[src/rtl/multibyte_add_seq.sv]
// Byte-serial adder sequencer: feeds one byte pair per cycle to an external 8-bit adder.
// Optional signed-overflow output ovf_out is enabled by defining MBADD_OVF_EN.
module multibyte_add_seq #(
  parameter int unsigned NBYTES = 4
) (
  input  logic                  clk,
  input  logic                  rst,
  input  logic                  start,
  input  logic [8*NBYTES-1:0]   a_in,
  input  logic [8*NBYTES-1:0]   b_in,
  input  logic                  cin,
  output logic [7:0]            add_a,
  output logic [7:0]            add_b,
  output logic                  add_cin,
  input  logic [7:0]            add_sum,
  input  logic                  add_cout,
  output logic                  busy,
  output logic                  done,
`ifdef MBADD_OVF_EN
  output logic                  ovf_out,
`endif
  output logic [8*NBYTES-1:0]   sum_out,
  output logic                  cout_out
);

  localparam int unsigned IdxW = $clog2(NBYTES);
  localparam logic [IdxW-1:0] LastIdx = IdxW'(NBYTES - 1);

  typedef enum logic [1:0] {StIdle, StRun, StDone} state_e;

  state_e state_q, state_d;

  logic [NBYTES-1:0][7:0] a_q, a_d;
  logic [NBYTES-1:0][7:0] b_q, b_d;
  logic [NBYTES-1:0][7:0] sum_q, sum_d;
  logic [IdxW-1:0]        idx_q, idx_d;
  logic                   carry_q, carry_d;
  logic                   cout_q, cout_d;
`ifdef MBADD_OVF_EN
  logic                   ovf_q, ovf_d;
`endif

  // State register
  always_ff @(posedge clk) begin
    if (rst) begin
      state_q <= StIdle;
    end else begin
      state_q <= state_d;
    end
  end

  // Next-state logic; start is only honoured in idle
  always_comb begin
    state_d = state_q;
    unique case (state_q)
      StIdle: if (start) state_d = StRun;
      StRun:  if (idx_q == LastIdx) state_d = StDone;
      StDone: state_d = StIdle;
      default: state_d = StIdle;
    endcase
  end

  // Outputs: adder operands are only driven while a byte is in flight
  always_comb begin
    busy    = 1'b0;
    done    = 1'b0;
    add_a   = 8'h00;
    add_b   = 8'h00;
    add_cin = 1'b0;
    unique case (state_q)
      StRun: begin
        busy    = 1'b1;
        add_a   = a_q[idx_q];
        add_b   = b_q[idx_q];
        add_cin = carry_q;
      end
      StDone:  done = 1'b1;
      default: ;
    endcase
  end

  // Datapath next-state
  always_comb begin
    a_d     = a_q;
    b_d     = b_q;
    sum_d   = sum_q;
    idx_d   = idx_q;
    carry_d = carry_q;
    cout_d  = cout_q;
`ifdef MBADD_OVF_EN
    ovf_d   = ovf_q;
`endif
    unique case (state_q)
      StIdle: begin
        if (start) begin
          a_d     = a_in;
          b_d     = b_in;
          carry_d = cin;
          idx_d   = '0;
          sum_d   = '0;
          cout_d  = 1'b0;
`ifdef MBADD_OVF_EN
          ovf_d   = 1'b0;
`endif
        end
      end
      StRun: begin
        sum_d[idx_q] = add_sum;
        carry_d      = add_cout;
        idx_d        = idx_q + IdxW'(1);
        if (idx_q == LastIdx) begin
          cout_d = add_cout;
`ifdef MBADD_OVF_EN
          // Same-sign operands whose top sum bit flips sign overflow
          ovf_d  = (a_q[NBYTES-1][7] == b_q[NBYTES-1][7]) &&
                   (add_sum[7] != a_q[NBYTES-1][7]);
`endif
        end
      end
      default: ;
    endcase
  end

  always_ff @(posedge clk) begin
    if (rst) begin
      a_q     <= '0;
      b_q     <= '0;
      sum_q   <= '0;
      idx_q   <= '0;
      carry_q <= 1'b0;
      cout_q  <= 1'b0;
`ifdef MBADD_OVF_EN
      ovf_q   <= 1'b0;
`endif
    end else begin
      a_q     <= a_d;
      b_q     <= b_d;
      sum_q   <= sum_d;
      idx_q   <= idx_d;
      carry_q <= carry_d;
      cout_q  <= cout_d;
`ifdef MBADD_OVF_EN
      ovf_q   <= ovf_d;
`endif
    end
  end

  assign sum_out  = sum_q;
  assign cout_out = cout_q;
`ifdef MBADD_OVF_EN
  assign ovf_out  = ovf_q;
`endif

endmodule

[config.mk]
export PLATFORM = sky130hd
export DESIGN_NAME = multibyte_add_seq
export DESIGN_NICKNAME = d
export VERILOG_FILES = /design/src/rtl/multibyte_add_seq.sv
export SDC_FILE = /design/constraint.sdc
export NUM_CORES = 1
export LEC_CHECK = 0
export ABC_AREA = 1
export CAP_MARGIN = 15
export CORE_MARGIN = 3
export CORE_UTILIZATION = 42
export DETAILED_ROUTE_END_ITERATION = 7
export PLACE_DENSITY_LB_ADDON = 0.08
export SLEW_MARGIN = 20
export SYNTH_ARGS = -nofsm -noshare
export SYNTH_HDL_FRONTEND = slang
export SYNTH_SLANG_ARGS = --single-unit
[constraint.sdc]
create_clock -name clk -period 1.6 [get_ports clk]
set_clock_uncertainty 0.05 [all_clocks]
set_input_delay 0.16 -clock clk [delete_from_list [all_inputs] [get_ports clk]]
set_output_delay 0.16 -clock clk [all_outputs]
set_load 0.02 [all_outputs]
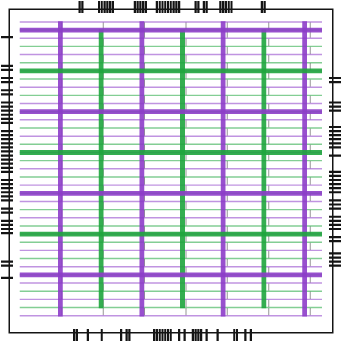
Figure 1: supply network.
Scale: 3 px per um. Pins as bars on the die edge. Tap cells in grey.
| colour | net |
|---|---|
| green | VDD |
| purple | VSS |
met5 straps: 7
met1 rails: 37
met4 straps: 7
signal pins: 129
rows: 36

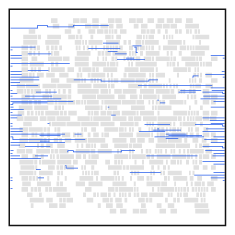
Figure 2: M3 wires.
Scale: 2 px per um.
main direction: horizontal
nets with wire on the layer: 99
longest straight run: 36.8 um
wire length on this layer: 1060 um

==> impl_metrics.toml <==
# yosys + openroad results
[run_status]
status = "complete, but fails checks"
violations = "setup timing"

[run]
warnings = 31

[sta]
fmaxAchievable_mhz = 562
timing_worst_slew_pin_value_ps = 418
final_critical_path_setup_slack_ps = -178
finalCriticalPeriod_ps = 1780
report.final.setup_viol = 17

[synthesis]
fp_nets = 685
synth_area_leader_cell = "dfxtp_1"
synth_warnings = 0
postSynthSeqShare_pct = 47.3
synthArstFlopShare_pct = 0
synth.cellmix.adderShare_pct = 1.16

[global_routing]
grt_use_met1_pct = 27.6

[power]
irDropWorstVdd_mv = 0.493
p_comb_share_pct = 20.9
p_sw_share_pct = 27.7
p_int_mw = 4.16
p_leak_nw = 2.79
pg_clk_mw = 1.76

[cells_and_area]
comb_share_pct = 33.4
drive_gt1_share_pct = 17.4
nFillCells = 853
area_share_nonclk_buffers_pct = 28.3
comb_area_um2 = 2180
clk_share_pct = 3.22
finish.utilization_pct = 66.1
n_antenna_cell = 0

[clock_tree]
cts_setup_buffers = 7
h-tree-depth = 3
cts_tree = "done"

[setup_path]
crit_slowest_cell = "dfxtp_4"
cp.arrival_ps = 1570
reg2reg_depth = 9
critPathTopFamily = "buffers and inverters"

[hold_path]
min_to = "a_q[5]$_SDFFE_PP0P_"
hold_class = "input pin to flop"

[route]
top_layer = "met4"
routed_wl_um = 13300
wl_met3_um = 1060

[die]
pin_count = 129
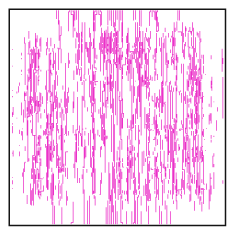
Figure 3: met2 routing.
Scale: 2 px per um.
main direction: vertical
share of all routed wire: 50%
wire length on this layer: 6650 um
nets with wire on the layer: 688
longest straight run: 49.3 um

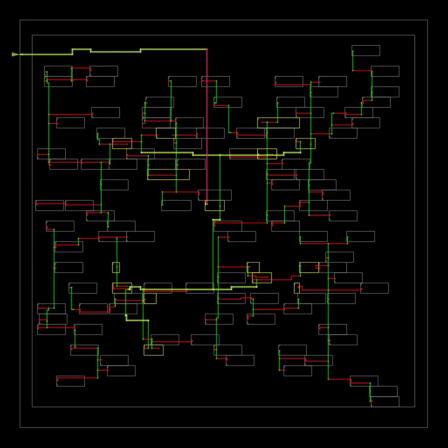
Figure 4: the clock network.
seq_cells: 102
clk_lat worst skew: 350 ps
Num CTS Buffers: 9
clk_buf instances: 10
clock sinks: 102

how the worst max path moves through the flow:
| stage | to | from |
|---|---|---|
| 4_1_cts | add_a[3] | idx_q[0]$_SDFFE_PP0P_ |
| 3_3_place_gp | add_a[1] | idx_q[0]$_SDFFE_PP0P_ |
| 2_1_floorplan | sum_out[0]$_SDFFE_PP0P_ | idx_q[1]$_SDFFE_PP0P_ |
| 6_report | add_b[4] | idx_q[0]$_SDFFE_PP0P_ |
| 5_1_grt | add_b[2] | idx_q[0]$_SDFFE_PP0P_ |
| 3_5_place_dp | add_a[1] | idx_q[0]$_SDFFE_PP0P_ |
stage by stage:
stage	setup TNS, ps	std cells	hold WS [ps]
final	-1660	886	364
after global routing	-3330	886	372
after CTS	-1950	878	344
after detailed placement	-2930	853	418
after global placement	-2690	853	412
after floorplan	0	604	259
